### src/rtl/fetch_stage.sv
// fetch_stage: instruction-fetch stage of the 16-bit pipeline.
// Owns the PC, drives the instruction-memory address and loads the IF/ID
// register. Two-word LDM instructions are assembled into instruction plus
// immediate before being handed to decode.
//
// Ports:
//   clk, rst_n         clock (rising edge), asynchronous active-low reset
//   stall              hold PC, FSM and IF/ID
//   redirect           taken jump/branch: load redirect_pc, flush IF/ID
//   redirect_pc        redirect target
//   pc_enable          0 = halt: PC/FSM frozen, bubbles issued
//   imem_addr          instruction memory address (= pc, combinational)
//   imem_data          word at imem_addr, same cycle
//   ifid_inst/imm/pc   IF/ID payload to decode
//   ifid_valid         IF/ID holds a real instruction
//
// Optional: `define FETCH_BOOT_VECTOR_EN adds a one-cycle BOOT state that
// reads the start PC from imem[0]; RESET_VECTOR is then unused.
module fetch_stage #(
  parameter int unsigned         PC_WIDTH     = 16,
  parameter logic [PC_WIDTH-1:0] RESET_VECTOR = '0,
  parameter logic [15:0]         NOP_WORD     = 16'h4000
) (
  input  logic                clk,
  input  logic                rst_n,
  input  logic                stall,
  input  logic                redirect,
  input  logic [PC_WIDTH-1:0] redirect_pc,
  input  logic                pc_enable,
  output logic [PC_WIDTH-1:0] imem_addr,
  input  logic [15:0]         imem_data,
  output logic [15:0]         ifid_inst,
  output logic [15:0]         ifid_imm,
  output logic [PC_WIDTH-1:0] ifid_pc,
  output logic                ifid_valid
);

  localparam int unsigned IW     = 16;
  localparam logic [4:0]  OP_LDM = 5'b10001;

  localparam logic [1:0] ST_FETCH     = 2'd0;
  localparam logic [1:0] ST_FETCH_IMM = 2'd1;
`ifdef FETCH_BOOT_VECTOR_EN
  localparam logic [1:0] ST_BOOT      = 2'd2;
`endif

  logic [1:0]          state_q, state_d;
  logic [PC_WIDTH-1:0] pc_q, pc_d;
  logic [IW-1:0]       hold_inst_q, hold_inst_d;
  logic [PC_WIDTH-1:0] hold_pc_q, hold_pc_d;
  logic [IW-1:0]       ifid_inst_q, ifid_inst_d;
  logic [IW-1:0]       ifid_imm_q, ifid_imm_d;
  logic [PC_WIDTH-1:0] ifid_pc_q, ifid_pc_d;
  logic                ifid_valid_q, ifid_valid_d;
  logic                bubble;
  logic [PC_WIDTH-1:0] pc_inc;

  // Wraps modulo 2^PC_WIDTH.
  assign pc_inc = pc_q + PC_WIDTH'(1);

  // Next-state: redirect > stall > halt > normal fetch.
  always_comb begin
    state_d      = state_q;
    pc_d         = pc_q;
    hold_inst_d  = hold_inst_q;
    hold_pc_d    = hold_pc_q;
    ifid_inst_d  = ifid_inst_q;
    ifid_imm_d   = ifid_imm_q;
    ifid_pc_d    = ifid_pc_q;
    ifid_valid_d = ifid_valid_q;
    bubble       = 1'b0;

    if (redirect) begin
      // Any half-assembled LDM is simply abandoned.
      pc_d    = redirect_pc;
      state_d = ST_FETCH;
      bubble  = 1'b1;
    end else if (stall) begin
      // Everything holds.
    end else if (!pc_enable) begin
      // State kept so an LDM split across the halt still completes.
      bubble = 1'b1;
    end else begin
      case (state_q)
`ifdef FETCH_BOOT_VECTOR_EN
        ST_BOOT: begin
          pc_d    = PC_WIDTH'(imem_data);
          state_d = ST_FETCH;
          bubble  = 1'b1;
        end
`endif
        ST_FETCH_IMM: begin
          // Second word is immediate data, never decoded.
          ifid_inst_d  = hold_inst_q;
          ifid_imm_d   = imem_data;
          ifid_pc_d    = hold_pc_q;
          ifid_valid_d = 1'b1;
          pc_d         = pc_inc;
          state_d      = ST_FETCH;
        end
        default: begin
          pc_d = pc_inc;
          if (imem_data[15:11] == OP_LDM) begin
            hold_inst_d = imem_data;
            hold_pc_d   = pc_q;
            state_d     = ST_FETCH_IMM;
            bubble      = 1'b1;
          end else begin
            ifid_inst_d  = imem_data;
            ifid_imm_d   = '0;
            ifid_pc_d    = pc_q;
            ifid_valid_d = 1'b1;
          end
        end
      endcase
    end

    // Bubble leaves ifid_pc untouched.
    if (bubble) begin
      ifid_inst_d  = NOP_WORD;
      ifid_imm_d   = '0;
      ifid_valid_d = 1'b0;
    end
  end

  // State and IF/ID registers.
  always_ff @(posedge clk or negedge rst_n) begin
    if (!rst_n) begin
`ifdef FETCH_BOOT_VECTOR_EN
      state_q <= ST_BOOT;
      pc_q    <= '0;
`else
      state_q <= ST_FETCH;
      pc_q    <= RESET_VECTOR;
`endif
      hold_inst_q  <= '0;
      hold_pc_q    <= '0;
      ifid_inst_q  <= NOP_WORD;
      ifid_imm_q   <= '0;
      ifid_pc_q    <= '0;
      ifid_valid_q <= 1'b0;
    end else begin
      state_q      <= state_d;
      pc_q         <= pc_d;
      hold_inst_q  <= hold_inst_d;
      hold_pc_q    <= hold_pc_d;
      ifid_inst_q  <= ifid_inst_d;
      ifid_imm_q   <= ifid_imm_d;
      ifid_pc_q    <= ifid_pc_d;
      ifid_valid_q <= ifid_valid_d;
    end
  end

  assign imem_addr  = pc_q;
  assign ifid_inst  = ifid_inst_q;
  assign ifid_imm   = ifid_imm_q;
  assign ifid_pc    = ifid_pc_q;
  assign ifid_valid = ifid_valid_q;

endmodule

### config.mk
export PLATFORM = sky130hd
export DESIGN_NAME = fetch_stage
export DESIGN_NICKNAME = d
export VERILOG_FILES = /design/src/rtl/fetch_stage.sv
export SDC_FILE = /design/constraint.sdc
export NUM_CORES = 1
export LEC_CHECK = 0
export ABC_AREA = 1
export CORE_MARGIN = 4
export CORE_UTILIZATION = 45
export DETAILED_ROUTE_END_ITERATION = 10
export GPL_ROUTABILITY_DRIVEN = 0
export GPL_TIMING_DRIVEN = 1
export PLACE_DENSITY = 0.82
export SLEW_MARGIN = 30
export SYNTH_ARGS = -nofsm -noshare
export SYNTH_HDL_FRONTEND = slang
export SYNTH_SLANG_ARGS = --single-unit
export TNS_END_PERCENT = 1
### constraint.sdc
create_clock -name clk -period 1.25 [get_ports clk]
set_input_delay 0.25 -clock clk [delete_from_list [all_inputs] [get_ports clk]]
set_output_delay 0.25 -clock clk [all_outputs]
set_load 0.005 [all_outputs]
run_1/io_placement.png
Pins as bars across the die edge, other pins in gray.
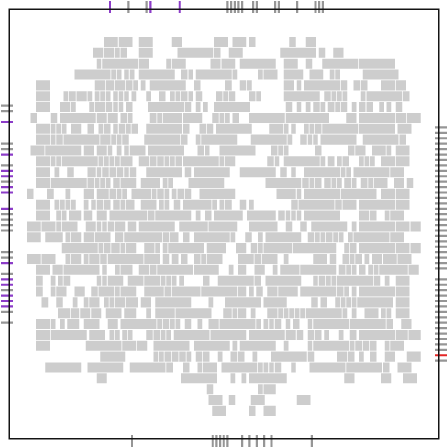
clk -> red  # pins 1, direction input, edge east
imem_addr -> purple  # pins 16, direction output, edge 13 west, 3 north
all pins by edge = 43 east, 29 west, 18 north, 12 south
IO buf count: 101
DIE WIDTH: 107.3 um

run_1/layer_met4.png
Cells faint in the background.
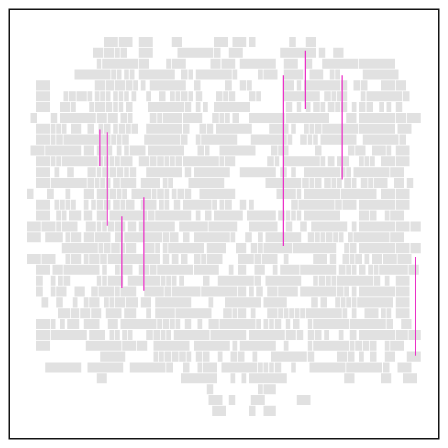
main direction = vertical
wire length on this layer = 180 um
Via Count: 4229
total wire length: 12060 um

run_1/congestion.png
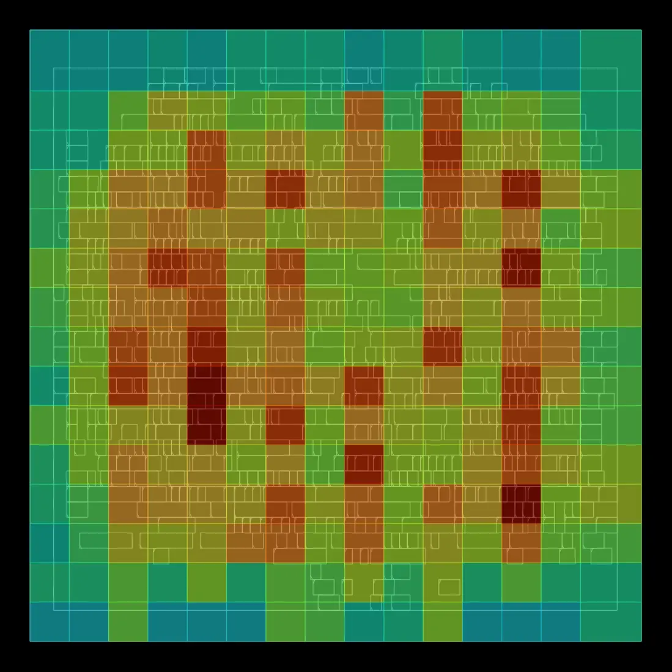
fin util: 67.57%
Top Usage Layer GRT: met2
met2 usage: 36.77%
GR Layer Usage met3: 3.839%
gr usage total: 21.28%

-- run 1: power by group --
group	internal [mW]	switching, mW	total (mW)
logic	0.729	0.719	1.45
clock network	1.24	1.08	2.32
registers	3.44	0.159	3.60
-- run 1: layer usage --
metal  wire, um  global-route usage, %
met1       5150                  27.64
met2       5991                  36.77
met5          0                      0
met3        739                  3.839
met4        179                  5.571
-- run 1: state kept, by name, indices dropped and copies added (netlist names) --
| name | flops |
|---|---|
| hold_inst_q | 16 |
| hold_pc_q | 16 |
| ifid_imm | 16 |
| ifid_inst | 16 |
| ifid_pc | 16 |
| imem_addr | 16 |
| ifid_valid | 1 |
| state_q | 1 |
==> impl_metrics.yaml, run 1 <==
# yosys + openroad results
run_status:
  status: "finished, violations left"
  violations: "setup timing"
clock_tree:
  post_cts_resized: 153
  root_buffer: "clkbuf_8"
  cts_tree: "built"
  cts_sinks: 98
  cts_buffer_depth: 2
  clk_pin_slew_worst_paths_ps: 90
  postCtsSetupBuffers: 36
  clock_latency_ps: 360
  ctsHtreeMaxLevel: 3
  holdBufCountCts: 1
  cts_buffers: 9
floorplanning:
  fp_util_pct: 47.12
  boundaryPins: 102
  tap_cells: 129
  core_area_mm2: 0.009415
  die_area_mm2: 0.01151
  rows: 35
min_path:
  hold_path.class: "in2reg"
  min_to: "ifid_imm[11]"
  hold_depth: 3
  min-delay-start: "imem_data[11]"
synthesis:
  muxShareOfSynthArea_pct: 0
  ys_sh_simple_pct: 20.67
  synthArstFlopShare_pct: 100.0
  syn_inst: 539
  synthesis.area_mm2: 0.004437
  floorplan.nets: 577
  ys_area_mm2: 0.004437
  ys_seq_share_pct: 55.30
  synthTopLogicFamily: "simple AND/OR/NAND/NOR gates"
  syn_avg_cell_area_um2: 8.231
  yosys.area.top_type: "dfrtp_1"
  synth.distinct_cells: 28
  synth_flops: 98
  edf_count: 0
  top_area_share_pct: 54.71
  synth-adder-area-share_pct: 0.2820
  common_cells: "183 x nand2_1, 97 x dfrtp_1, 87 x o21ai_0, 47 x inv_1, 26 x o21ai_1"
  xor_area_share_pct: 0.7896
  ys_cells: 539
  synthAoiAreaFrac_pct: 14.75
  synth_top_cell_by_count: "nand2_1"
  area_leaders: "dfrtp_1 55%, nand2_1 15%, o21ai_0 9.8%"
  flop_cell: "dfrtp_1"
  yosysWarnings: 0
cells_and_area:
  mostFrequentLayoutCell: "nand2_1"
  buf_share_pct: 24.86
  mi_logic_area_mm2: 0.001730
  inverters: 52
  most-common-layout-cells: "177 x nand2_1, 95 x dfrtp_1, 59 x o21ai_0"
  final_cells: 833
  antenna_cells: 0
  drive_gt1_share_pct: 21.16
  logic_gates: 362
  area_share_clock_buf_inv_pct: 3.618
  largest_cell_class: "sequential cells"
  final_area_mm2: 0.006362
  n_clock_buffer: 12
  area_growth_pct: 43.40
  nNonClkBuffers: 176
  register_area_mm2: 0.002456
  seq_share_pct: 38.60
  seq_cell_count: 98
  sh_comb_area_pct: 27.20
  num-fill-cells: 729
  nNetsFinal: 737
global_routing:
  grt_max_degree: 35
  gr-total-overflow: 0
  antenna_found_initial: 0
  grt_pass1_vias: 4285
  grt_pass1_wl_um: 19780
power_and_ir_drop:
  power_density_mw_per_mm2: 1157
  ir_worst_vdd_v: 0.0006407
  power_mw: 7.361
  p_leak_nw: 3.193
setup_path:
  critPathRequiredTime_ps: 1490
  worstSetupEndpointType: "flip-flop"
  startpoint_type: "flip-flop"
  cp.depth: 8
  path_class: "reg2reg"
  critPathTopFamily: "simple AND/OR/NAND/NOR gates"
  r2r-end: "imem_addr[8]"
  r2r_slack_ps: -220
  worstPathCellList: "buf_6 -> ha_4 -> nand3_4 -> nor2_4 -> nand2_2 -> xor2_1 -> nand2_1 -> nand3_1"
  rr_worst_depth: 8
  cp_max_fo: 6
  startpoint: "imem_addr[1]"
  cp.buffers_inverters: 1
  max_stage_delay_ps: 380
  slowest_stage: "dfrtp_1"
  crit_path_end: "imem_addr[8]"
  cp.arrival_ps: 1710
  r2r_start: "imem_addr[1]"
timing:
  period_used_pct: 117.6
  fin_ws_ps: -220.1
  finalSetupTns_ps: -1403
  min_period_ps: 1470
  slew_headroom_pct: 76.72
  rsz0062_at_grt: "true"
  max_freq_mhz: 680.2
  hold_violations: 0
  setup_viol: 18
  tightest_slew_ps: 349.2
  hold_slack_ps: 170.3
  skew_ps: 9.950
  drv_slew: 0
drt:
  initialDrtViolationCount: 220
  ant_nets: 0
  drt_pass1_iterations: 5
  wl_per_cell_um: 14.48
  via_per_inst: 5.077
  drc: 0
placed_design:
  dp_cells: 776
  post-dp-hpwl_um: 8251
  placed_area_mm2: 0.005823
  pre_cts_ws_ps: -588.3
job:
  warnings: 29
  maxCapViolations: 0
run_1/wires.png
Scale bar: 20 um.
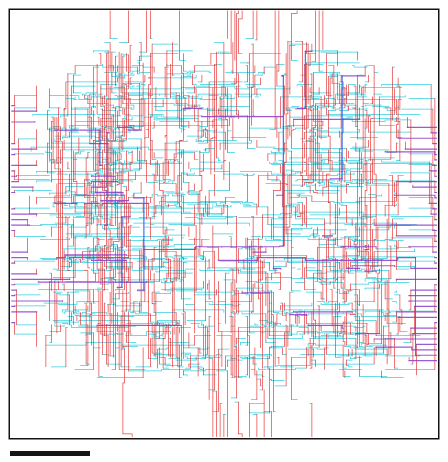

==> inputs of run 2 (changes only) <==
--- a/config.mk
+++ b/config.mk
@@ -7,12 +7,13 @@
 export LEC_CHECK = 0
 export ABC_AREA = 1
 export CORE_MARGIN = 4
-export CORE_UTILIZATION = 45
+export CORE_UTILIZATION = 47
+export CTS_BUF_LIST = sky130_fd_sc_hd__clkbuf_4 sky130_fd_sc_hd__clkbuf_8
 export DETAILED_ROUTE_END_ITERATION = 10
 export GPL_ROUTABILITY_DRIVEN = 0
 export GPL_TIMING_DRIVEN = 1
-export PLACE_DENSITY = 0.82
-export SLEW_MARGIN = 30
+export PLACE_DENSITY = 0.85
+export REMOVE_ABC_BUFFERS = 1
 export SYNTH_ARGS = -nofsm -noshare
 export SYNTH_HDL_FRONTEND = slang
 export SYNTH_SLANG_ARGS = --single-unit
run_2/wires.png
Scale bar: 20 um.
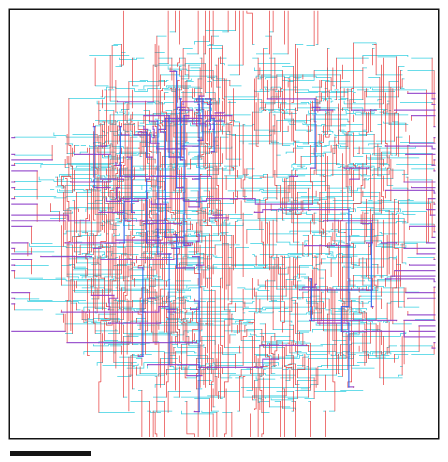
metal 3 -> purple  # wire length 964 um
metal 1 -> cyan  # wire length 5420 um
metal 4 -> blue  # wire length 461 um
metal 2 -> red  # wire length 6720 um
wire per inst: 16.42 um
Via Count: 4506
gr usage total: 24.06%
total wire length: 13570 um

run_2/io_placement.png
Pins as bars across the die edge, other pins in gray.
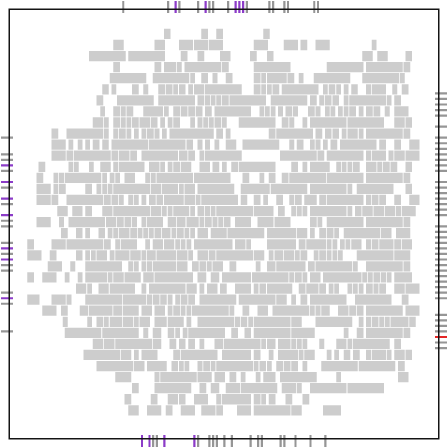
die extent in y: 105.2 um
DIE WIDTH: 105.2 um

==> impl_metrics.yaml, run 2 <==
# yosys + openroad results
synthesis:
  synth.distinct_cells: 28
  area_leaders: "dfrtp_1 55%, nand2_1 15%, o21ai_0 9.8%"
  synth-adder-area-share_pct: 0.2820
  yosysWarnings: 0
  common_cells: "183 x nand2_1, 97 x dfrtp_1, 87 x o21ai_0, 47 x inv_1, 26 x o21ai_1"
  yosys.area.top_type: "dfrtp_1"
  xor_area_share_pct: 0.7896
  edf_count: 0
  synthesis.area_mm2: 0.004437
  ys_sh_simple_pct: 20.67
  ys_seq_share_pct: 55.30
  synth_flops: 98
  synth_top_cell_by_count: "nand2_1"
  ys_cells: 539
  top_area_share_pct: 54.71
  flop_cell: "dfrtp_1"
  synthArstFlopShare_pct: 100.0
  synthAoiAreaFrac_pct: 14.75
  syn_avg_cell_area_um2: 8.231
  muxShareOfSynthArea_pct: 0
  synthTopLogicFamily: "simple AND/OR/NAND/NOR gates"
  syn_inst: 539
  ys_area_mm2: 0.004437
clock_tree:
  root_buffer: "clkbuf_8"
  clk_pin_slew_worst_paths_ps: 110
  cts_buffers: 9
  post_cts_resized: 171
  clock_latency_ps: 390
  ctsHtreeMaxLevel: 3
  cts_buffer_depth: 2
  holdBufCountCts: 1
  cts_sinks: 98
  postCtsSetupBuffers: 40
  cts_tree: "built"
setup_path:
  worstSetupEndpointType: "flip-flop"
  path_class: "reg2reg"
  worstPathCellList: "buf_6 -> ha_4 -> nand3_4 -> nor2_4 -> buf_6 -> nand2_1 -> xor2_1 -> nand2_1 -> nand3_1"
  slowest_stage: "dfrtp_1"
  cp.buffers_inverters: 2
  critPathRequiredTime_ps: 1580
  rr_worst_depth: 9
  cp.depth: 9
  max_stage_delay_ps: 420
  cp_max_fo: 6
  critPathTopFamily: "flip-flops"
drt:
  initialDrtViolationCount: 414
  drt-met1-wl_um: 5420
  ant_nets: 0
  dr_wl_met2_um: 6720
  routed.top_layer: "met4"
  via_per_inst: 5.455
  drc: 0
  drt_pass1_iterations: 7
  met3_length_um: 964
cells_and_area:
  inverters: 52
  antenna_cells: 0
  register_area_mm2: 0.002456
  seq_share_pct: 39.30
  nNonClkBuffers: 187
  drive_gt1_share_pct: 27.83
  mi_logic_area_mm2: 0.001755
  mostFrequentLayoutCell: "nand2_1"
  most-common-layout-cells: "176 x nand2_1, 95 x dfrtp_1, 80 x o21ai_0"
  area_growth_pct: 40.86
  buf_share_pct: 23.68
  final_area_mm2: 0.006250
  largest_cell_class: "sequential cells"
  logic_gates: 362
  sh_comb_area_pct: 28.09
  nNetsFinal: 748
  final_cells: 826
  area_share_clock_buf_inv_pct: 3.504
  seq_cell_count: 98
  n_clock_buffer: 9
  final_core_util_pct: 67.96
  num-fill-cells: 686
power_and_ir_drop:
  power_mw: 7.356
  power_density_mw_per_mm2: 1177
  p_leak_nw: 3.239
  ir_worst_vdd_v: 0.0005252
min_path:
  hold_path.class: "in2reg"
  hold_depth: 3
job:
  warnings: 28
  maxCapViolations: 0
timing:
  tightest_slew_ps: 360.7
  max_freq_mhz: 674.3
  setup_viol: 19
  slew_headroom_pct: 75.96
  finalSetupTns_ps: -2274
  skew_ps: 12.11
  hold_violations: 0
  period_used_pct: 118.6
  fin_ws_ps: -233.0
  min_period_ps: 1483
  hold_slack_ps: 179.4
floorplanning:
  tap_cells: 111
  die_area_mm2: 0.01106
  boundaryPins: 102
  core_area_mm2: 0.009196
  rows: 35
  fp_util_pct: 48.24
run_status:
  status: "finished, violations left"
  violations: "setup timing"
placed_design:
  pre_cts_ws_ps: -551.0
  dp_cells: 767
  post-dp-hpwl_um: 8480
  numPortBuffers: 101
global_routing:
  met3_usage_pct: 5.127
  use_met1_pct: 30.34
  grt_pass1_vias: 4506
  top_usage_layer: "met2"
  gr-total-overflow: 0
  grt_use_met2_pct: 39.73
  grt_max_degree: 34
  grt_pass1_wl_um: 21400
[run 2: path summary, 6_finish.rpt]
check | to | startpoint | slack, ps
min in group asynchronous | ifid_imm[15] | rst_n | 320
max in group asynchronous | imem_addr[5] | rst_n | 440
worst max-delay path | imem_addr[8] | imem_addr[1] | -230
worst max register to register | imem_addr[8] | imem_addr[1] | -230
worst min-delay path | ifid_imm[15] | imem_data[15] | 180
worst min register to register | hold_inst_q[11] | hold_inst_q[11] | 480
[run 2: where the power goes]
part	total [mW]	switching [mW]	leakage [nW]	internal, mW
clock	2.26	1.28	0.111	0.988
sequential	3.60	0.166	1.28	3.44
combinational	1.49	0.772	1.84	0.714
total	7.36	2.21	3.24	5.14
run_2/congestion.png
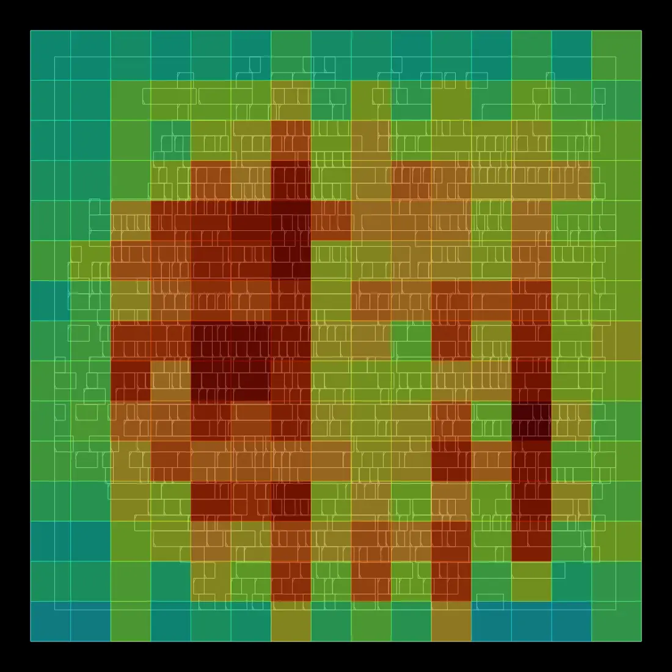

==> inputs of run 3 (changes only) <==
--- a/config.mk
+++ b/config.mk
@@ -6,7 +6,8 @@
 export NUM_CORES = 1
 export LEC_CHECK = 0
 export ABC_AREA = 1
-export CORE_MARGIN = 4
+export CORE_ASPECT_RATIO = 1.1
+export CORE_MARGIN = 3
 export CORE_UTILIZATION = 47
 export CTS_BUF_LIST = sky130_fd_sc_hd__clkbuf_4 sky130_fd_sc_hd__clkbuf_8
 export DETAILED_ROUTE_END_ITERATION = 10
run_3/congestion.png
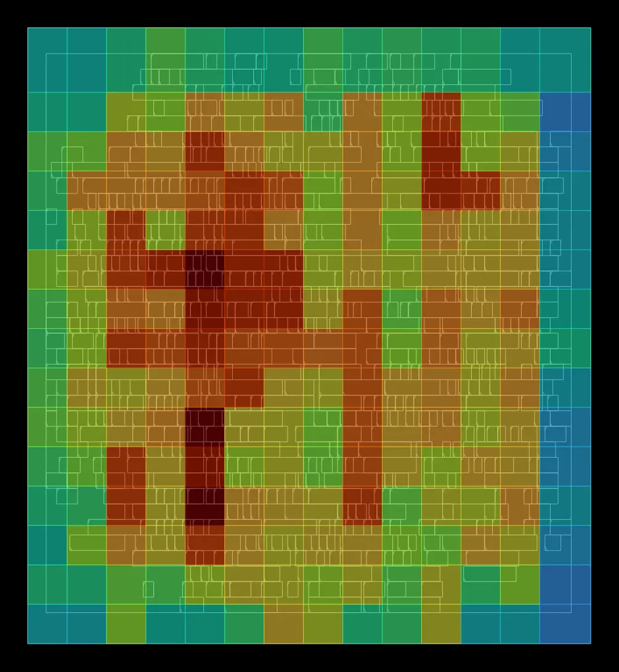
GRT met1 Usage: 30.39%
fin util: 71.32%

run_3/wires.png
Scale bar: 20 um.
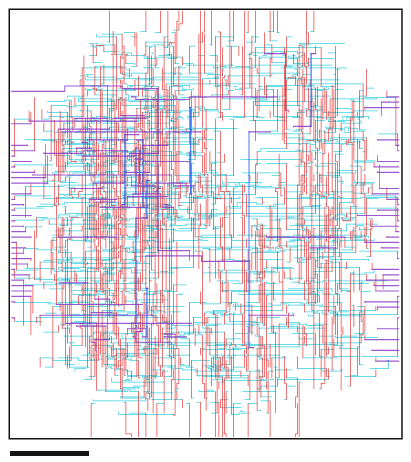
metal 4 -> blue  # wire length 254 um
metal 2 -> red  # wire length 6480 um
metal 3 -> purple  # wire length 903 um
metal 1 -> cyan  # wire length 5130 um
wire per inst: 15.47 um
Via Count: 4341
gr usage total: 24.19%
total wire length: 12760 um

==> impl_metrics.yaml, run 3 <==
# yosys + openroad results
global_routing:
  grt_max_degree: 59
  top_usage_layer: "met2"
  gr-total-overflow: 0
power_and_ir_drop:
  power_mw: 7.670
  ir_worst_vdd_v: 0.0006955
setup_path:
  critPathTopFamily: "flip-flops"
  worstPathCellList: "buf_6 -> ha_4 -> nand3_2 -> nor2_1 -> buf_4 -> nand2_1 -> xor2_1 -> nand2_1 -> nand3_1"
  rr_worst_depth: 9
  max_stage_delay_ps: 420
  crit_path_end: "imem_addr[8]"
  startpoint: "imem_addr[1]"
  critPathRequiredTime_ps: 1500
floorplanning:
  die_y_um: 107.9
  fp_util_pct: 49.25
  rows: 36
  die_area_mm2: 0.01064
  core_area_mm2: 0.009009
  boundaryPins: 102
cells_and_area:
  seq_cell_count: 98
  mostFrequentLayoutCell: "nand2_1"
  sh_comb_area_pct: 26.93
  largest_cell_class: "sequential cells"
  inverters: 52
  final_cells: 825
  num-fill-cells: 655
  nNonClkBuffers: 183
  antenna_cells: 0
  area_share_clock_buf_inv_pct: 4.129
  nNetsFinal: 744
  register_area_mm2: 0.002459
  final_area_mm2: 0.006425
timing:
  finalSetupTns_ps: -1604
  tightest_slew_ps: 310.2
  min_period_ps: 1525
  setup_viol: 20
  fin_ws_ps: -275.0
  skew_ps: 9.287
drt:
  initialDrtViolationCount: 252
  drc: 0
  drt-met1-wl_um: 5127
  dr_wl_met2_um: 6475
  via_per_inst: 5.262
synthesis:
  syn_avg_cell_area_um2: 8.231
  area_leaders: "dfrtp_1 55%, nand2_1 15%, o21ai_0 9.8%"
  synth-adder-area-share_pct: 0.2820
  muxShareOfSynthArea_pct: 0
  synth_flops: 98
  synthAoiAreaFrac_pct: 14.75
  ys_seq_share_pct: 55.30
  ys_area_mm2: 0.004437
  ys_sh_simple_pct: 20.67
  xor_area_share_pct: 0.7896
  yosys.area.top_type: "dfrtp_1"
run_status:
  violations: "setup timing"
  status: "finished, violations left"
placed_design:
  dp_cells: 766
  pre_cts_ws_ps: -575.1
clock_tree:
  clock_latency_ps: 360
  cts_buffers: 9
  root_buffer: "clkbuf_8"
  cts_tree: "built"
  ctsHtreeMaxLevel: 3
job:
  maxCapViolations: 0
-- run 3: repair_timing --
| action | in CTS | in global routing |
|---|---|---|
| resized | 178 | 67 |
| buffers inserted | 37 | 2 |
| pin swaps | 11 | 12 |
| hold buffers | 1 | 0 |
| gates cloned | 3 | 0 |
| setup endpoints to repair | 151 | 98 |
| endpoints found under the hold margin | 97 | 0 |
-- run 3: power breakdown --
group / internal [mW] / leakage (nW) / switching, mW / total, mW
combinational: 0.693 / 1.87 / 0.733 / 1.43
clock: 1.53 / 0.129 / 1.11 / 2.64
sequential: 3.44 / 1.28 / 0.164 / 3.60
Power is estimated from default activity; no workload was simulated.
